**src/rtl/alu_operand_stage.sv**
```systemverilog
// ID/EX operand stage: latches one decoded instruction, forwards operands
// (EX/MEM > MEM/WB > latched), holds the carry flag and drives the ALU inputs.
module alu_operand_stage #(
    parameter int unsigned WIDTH   = 16,
    parameter int unsigned RADDR_W = 2,
    parameter logic [3:0]  OP_ADD  = 4'h1,
    parameter logic [3:0]  OP_SUB  = 4'h2
) (
    input  logic               clk,
    input  logic               reset,
    input  logic               flush,
    input  logic               id_valid,
    output logic               id_ready,
    input  logic [3:0]         id_op,
    input  logic [RADDR_W-1:0] id_rs_addr,
    input  logic [RADDR_W-1:0] id_rt_addr,
    input  logic [WIDTH-1:0]   id_rs_data,
    input  logic [WIDTH-1:0]   id_rt_data,
    input  logic [WIDTH-1:0]   id_imm,
    input  logic               id_use_imm,
    input  logic               id_use_carry,
    input  logic [RADDR_W-1:0] id_rd_addr,
    input  logic               id_reg_write,
    input  logic               id_is_load,
    input  logic               mem_fwd_en,
    input  logic [RADDR_W-1:0] mem_fwd_addr,
    input  logic [WIDTH-1:0]   mem_fwd_data,
    input  logic               mem_is_load,
    input  logic               wb_fwd_en,
    input  logic [RADDR_W-1:0] wb_fwd_addr,
    input  logic [WIDTH-1:0]   wb_fwd_data,
    output logic               ex_valid,
    input  logic               ex_ready,
    output logic [WIDTH-1:0]   alu_a,
    output logic [WIDTH-1:0]   alu_b,
    output logic               alu_cin,
    output logic [3:0]         alu_op,
    input  logic               alu_cout,
    output logic [RADDR_W-1:0] ex_rd_addr,
    output logic               ex_reg_write,
    output logic               ex_is_load
);

    logic               r_full;
    logic               r_carry;
    logic [3:0]         r_op;
    logic [RADDR_W-1:0] r_rs_addr;
    logic [RADDR_W-1:0] r_rt_addr;
    logic [WIDTH-1:0]   r_rs_data;
    logic [WIDTH-1:0]   r_rt_data;
    logic [WIDTH-1:0]   r_imm;
    logic               r_use_imm;
    logic               r_use_carry;
    logic [RADDR_W-1:0] r_rd_addr;
    logic               r_reg_write;
    logic               r_is_load;

    logic w_rs_mem_hit;
    logic w_rt_mem_hit;
    logic w_rs_wb_hit;
    logic w_rt_wb_hit;
    logic w_hazard;
    logic w_accept;
    logic w_drain;

    assign w_rs_mem_hit = mem_fwd_en & (mem_fwd_addr == r_rs_addr);
    assign w_rt_mem_hit = mem_fwd_en & (mem_fwd_addr == r_rt_addr);
    assign w_rs_wb_hit  = wb_fwd_en & (wb_fwd_addr == r_rs_addr);
    assign w_rt_wb_hit  = wb_fwd_en & (wb_fwd_addr == r_rt_addr);

    // A load still in EX/MEM has no data yet; hold until it reaches MEM/WB.
    assign w_hazard = r_full & mem_fwd_en & mem_is_load &
                      (w_rs_mem_hit | (w_rt_mem_hit & ~r_use_imm));

    // Reset gating keeps any handshake from completing in the reset cycle.
    assign ex_valid = r_full & ~w_hazard & ~flush & ~reset;
    assign id_ready = ~r_full | (ex_valid & ex_ready);
    assign w_drain  = ex_valid & ex_ready;
    assign w_accept = id_valid & id_ready & ~flush & ~reset;

    // Operand selection, re-evaluated every cycle so held operands stay current.
    always_comb begin
        alu_a = r_rs_data;
        alu_b = r_rt_data;
        if (w_rs_mem_hit) begin
            alu_a = mem_fwd_data;
        end else if (w_rs_wb_hit) begin
            alu_a = wb_fwd_data;
        end
        if (r_use_imm) begin
            alu_b = r_imm;
        end else if (w_rt_mem_hit) begin
            alu_b = mem_fwd_data;
        end else if (w_rt_wb_hit) begin
            alu_b = wb_fwd_data;
        end
    end

    assign alu_cin      = r_use_carry & r_carry;
    assign alu_op       = r_op;
    assign ex_rd_addr   = r_rd_addr;
    assign ex_reg_write = r_reg_write;
    assign ex_is_load   = r_is_load;

    // Instruction latch and occupancy.
    always_ff @(posedge clk) begin
        if (reset) begin
            r_full      <= 1'b0;
            r_op        <= 4'h0;
            r_rs_addr   <= '0;
            r_rt_addr   <= '0;
            r_rs_data   <= '0;
            r_rt_data   <= '0;
            r_imm       <= '0;
            r_use_imm   <= 1'b0;
            r_use_carry <= 1'b0;
            r_rd_addr   <= '0;
            r_reg_write <= 1'b0;
            r_is_load   <= 1'b0;
        end else if (flush) begin
            r_full <= 1'b0;
        end else if (w_accept) begin
            r_full      <= 1'b1;
            r_op        <= id_op;
            r_rs_addr   <= id_rs_addr;
            r_rt_addr   <= id_rt_addr;
            r_rs_data   <= id_rs_data;
            r_rt_data   <= id_rt_data;
            r_imm       <= id_imm;
            r_use_imm   <= id_use_imm;
            r_use_carry <= id_use_carry;
            r_rd_addr   <= id_rd_addr;
            r_reg_write <= id_reg_write;
            r_is_load   <= id_is_load;
        end else if (w_drain) begin
            r_full <= 1'b0;
        end
    end

    // Carry flag updates only when an ADD/SUB actually transfers to EX.
    always_ff @(posedge clk) begin
        if (reset) begin
            r_carry <= 1'b0;
        end else if (w_drain && (r_op == OP_ADD || r_op == OP_SUB)) begin
            r_carry <= alu_cout;
        end
    end

endmodule

```
**config.mk**
```make
export PLATFORM = sky130hd
export DESIGN_NAME = alu_operand_stage
export DESIGN_NICKNAME = d
export VERILOG_FILES = /design/src/rtl/alu_operand_stage.sv
export SDC_FILE = /design/constraint.sdc
export NUM_CORES = 1
export LEC_CHECK = 0
export ABC_CLOCK_PERIOD_IN_PS = 2500
export CORE_MARGIN = 2
export CORE_UTILIZATION = 46
export CTS_CLUSTER_DIAMETER = 30
export CTS_CLUSTER_SIZE = 8
export DETAILED_ROUTE_END_ITERATION = 12
export PLACE_DENSITY = 0.87
export SYNTH_ARGS = -nofsm -noshare
export SYNTH_HDL_FRONTEND = slang
export SYNTH_SLANG_ARGS = --single-unit
```
**constraint.sdc**
```tcl
create_clock -name clk -period 2.5 [get_ports clk]
set_clock_uncertainty 0.1 [all_clocks]
set_input_delay 0.5 -clock clk [delete_from_list [all_inputs] [get_ports clk]]
set_output_delay 0.5 -clock clk [all_outputs]
set_load 0.01 [all_outputs]
```
**Placement density heat map**

Scale: 4 px per µm. 9 x 9 tiles, from black (low) to pale yellow (high), 0 to 100% covered.
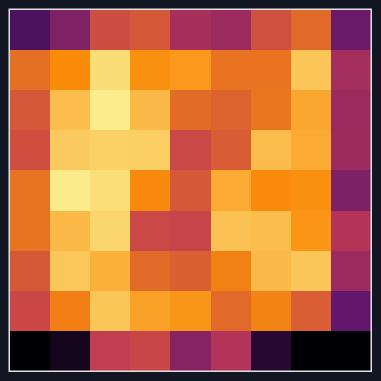
emptiest ninth of the die: bottom right
nearly empty tiles: 3.7%
densest ninth of the die: left middle
mean over tiles: 63%
post-layout utilization of the core: 0.727
core utilization at floorplan: 0.473

==> highlights.md <==
## Outcome
* completed — result of the run

## Setup path
* 1820 ps — data arrival time of the worst path
* primary output — Worst Setup End Kind
* flop — Worst setup SP type
* 8 — largest driver fanout on the critical path
* reg -> out — worst setup path category
* 1900 ps — Crit path required time

## Power and ir drop
* 0.282 — Switching Share
* 1780 µW — design internal power
* 699 µW — Net Switching
* 0.315 — Clock power frac
* 472 nW/µm² — Pwr Density
* 0.434 — sequential share of power
* 0.357 mV — Max rail drop VDD
* 0.251 — Comb pwr share
* 0.00204 µW — static leakage

## Final timing
* 0 — final count of pins violating max slew
* 667 ps — Worst Tran Pin Value
* 0 — final setup violating endpoints
* 413 MHz — top achievable clock speed
* 2420 ps — final critical-path required period
* 0.969 — part of the cycle the worst path needs
* 377 ps — hold_ws
* 0 — number of hold violations in the final report
* 0 ps — Total Negative Setup Slacks
* 0.555 — headroom to the max-slew limit
* 78.6 ps — Setup WS post-layout

## Logic synthesis
* sky130_fd_sc_hd__a21oi_1, sky130_fd_sc_hd__nand3_1, sky130_fd_sc_hd__dfxtp_1, sky130_fd_sc_hd__o21ai_0, sky130_fd_sc_hd__nand2_1 — most frequent cells after synthesis
* sky130_fd_sc_hd__dfxtp_1, sky130_fd_sc_hd__a21oi_1, sky130_fd_sc_hd__nand3_1, sky130_fd_sc_hd__o21ai_0, sky130_fd_sc_hd__mux2i_1 — top area cells in the synthesized netlist
* sky130_fd_sc_hd__dfxtp_1 — Most used DFF post-synth
* 0 — EDFF count, synth
* 7.74 µm² — mean area per synthesized cell
* 441 — ys cells
* 0 — ys async rst share
* 32 — Yosys cell types
* 3410 µm² — Syn Std Cell Area
* 3410 µm² — chip area line of the yosys report
* 0 — tally of yosys warning messages
* 0.375 — Top cell area share
* 441 — cells after synthesis
* sky130_fd_sc_hd__a21oi_1 — most frequently used cell type in the post-synthesis netlist
* 0.375 — register area share after synthesis
* sky130_fd_sc_hd__dfxtp_1 — Synth area leader
* 548 — Nets at Floorplan
* 64 — flip-flop and latch count after synthesis

## Final layout
* 53.7% — area grow syn2layout
* 5250 µm² — Layout Cell Area excl Fill
* 0.144 — share of final-layout standard cells stronger than drive strength 1

## Place
* 149 — port buffer count
* -591 ps — pre-CTS setup slack
* 8400 µm — hpwl dp
* 0.870 — gpl congestion
* 5000 µm² — instance area at placement

## Die
* 8130 µm² — Die ar.
* 90.1 µm — die width
* 7210 µm² — Std-Cell Core Area
* 31 — number of standard-cell rows in the floorplan
* 150 — # IOs
* 90.1 µm — floorplan die height

## CTS
* 70 ps — register clock-pin slew on the reported worst setup and hold paths
* 9 — number of buffers created by CTS
* 3 — number of levels in the clock H-tree
* sky130_fd_sc_hd__clkbuf_8 — Root Buffer
* 0 — CTS hold repair buffers
* 2 — maximum count of clock buffers along a single path
* 330 ps — clock latency reported for the late side of the worst-skew pair
* yes — CTS tree
* 64 — clk sinks

## Run
* 27 — Tool Warnings
* 0 — Max Cap Violations

## Hold path
* reg -> reg — Hold/Removal Path Class

## Detailed routing
* 0 — DRC errors left
* 12800 µm — Total Routed Length
* 5.89 — average via count per standard cell
* 0 — DRT antenna net count
* 4075 — vias after detailed routing
* 288 — initial drt markers
* 5 — first-pass iteration count of the detailed router
* 18.5 µm — per-cell routed wire length

## Global routing
* 0 — grt total ovfl
* 1 — initial antenna violation count
* 64 — maximum number of pins on one net before global-route repair
* 19700 µm — wire length of the first global-routing pass
* 4041 — vias in the first global route
* 0.302 — GRT Util Overall

**Sequential cells coloured by netlist name**

Scale: 4 px per µm. Other sequential cells in the stronger grey, the rest of the logic in the fainter grey.
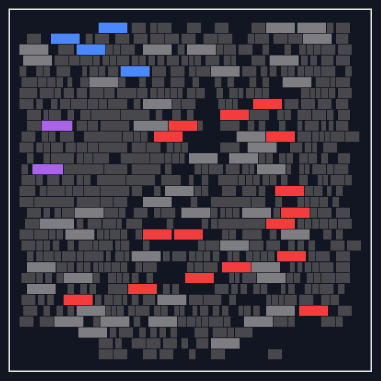
[alu_op] blue | sequential cells: 4 | where: top left
[r_rs_addr] purple | sequential cells: 2
[r_imm] red | sequential cells: 16
not coloured: 42
combined flip-flop and latch cell area: 1290 µm²
flop share of the area: 0.246
sequential-cell power consumption: 1070 µW

-- layout make-up --
| class | count | area, µm² |
|---|---|---|
| diodes | 1 | 2.50 |
| flip-flops and latches | 64 | 1290 |
| multi-input cells | 333 | 1930 |
| well taps | 99 | 124 |
| inverters | 2 | 7.51 |
| clock buffers | 13 | 149 |
| repair buffers | 177 | 1730 |
| fillers | 589 | 1970 |
| clock inverters | 3 | 17.5 |
-- final timing paths --
check | startpoint | end | slack [ps] | depth (start not counted)
setup reg to reg | r_rt_addr[0] | r_rs_data[2] | 210 | 8
setup / recovery | r_rt_addr[0] | alu_b[1] | 80 | 8
hold reg to reg | r_rt_data[11] | r_rt_data[11] | 380 | 2
hold / removal | r_rt_data[11] | r_rt_data[11] | 380 | 2
-- per-stage QoR --
stage               std cells  total power [µW]
finish                    692              2480
global route              692              2580
CTS                       688              2470
detailed placement        667              1720
global placement          667              1710
floorplan                 441              1330
-- worst max-delay path: stages (launching register included) --
cell                      delay [ps]
sky130_fd_sc_hd__dfxtp_4         370
sky130_fd_sc_hd__xor2_4          160
sky130_fd_sc_hd__nor3_4          220
sky130_fd_sc_hd__buf_6           140
sky130_fd_sc_hd__nand2_4          80
sky130_fd_sc_hd__buf_16          170
sky130_fd_sc_hd__o22ai_1         140
sky130_fd_sc_hd__a31oi_1          60
sky130_fd_sc_hd__buf_2           140
-- kinds of logic (layout without fill, tap and decap cells) --
group	count (synthesis)	after routing	share of synthesized area
simple gates	129	129	0.179
other cells	0	1	0
buf+inv	44	195	0.0854
mux	17	17	0.0502
xor+xnor	9	9	0.0253
compound gates	178	178	0.284
flops	64	64	0.375
-- layout by cell type, fill, tap and decap left out, drive strengths merged, types with 2 or more instances in the layout --
master         synthesis  routed
mux2i                 16      16
clkinv                 0       2
a21oi                 79      79
buf                   24      43
clkbuf                18      19
nand3                 67      67
xnor2                  7       7
a31oi                 17      17
and3                   4       4
nand2                 34      34
xor2                   2       2
o21ai                 63      63
o22ai                 16      16
nor2                  18      18
clkdlybuf4s50          0     108
dlygate4sd2            0      14
clkdlybuf4s15          0       3
inv                    2       2
dlymetal6s2s           0       2
dfxtp                 64      64
-- layer usage --
| metal | part of all wire | up-vias | GRT usage |
|---|---|---|---|
| met2 | 0.49 | 217 | 0.514 |
| met5 | 0 | - | 0 |
| met1 | 0.38 | 1921 | 0.350 |
| met3 | 0.092 | 34 | 0.0956 |
| met4 | 0.032 | 0 | 0.123 |
| li1 | - | 1903 | - |
-- state kept, by name, indices dropped and copies added (netlist names) --
name and cells:
r_rs_addr 2, ex_reg_write 1, r_full 1, r_rt_addr 2, ex_rd_addr 2, r_use_carry 1
r_imm 16, ex_is_load 1, r_use_imm 1, r_carry 1, alu_op 4, r_rs_data 16
r_rt_data 16
-- power by group through the flow --
stage | Combinational, µW | Clock [µW] | Sequential, µW
after floorplan | 240 | 0 | 1090
after global placement | 618 | 0 | 1090
after detailed placement | 627 | 0 | 1100
after CTS | 609 | 786 | 1070
after global routing | 664 | 840 | 1080
final | 621 | 780 | 1070
-- timing repair --
action | 4_1_cts | 5_1_grt
endpoints found under the setup margin | 34 | 33
cloned | 2 | 0
setup buffers | 3 | 3
pin swaps | 5 | 9
gates resized | 94 | 31
Power figures rest on the tool's default switching activity, not on a simulated workload.
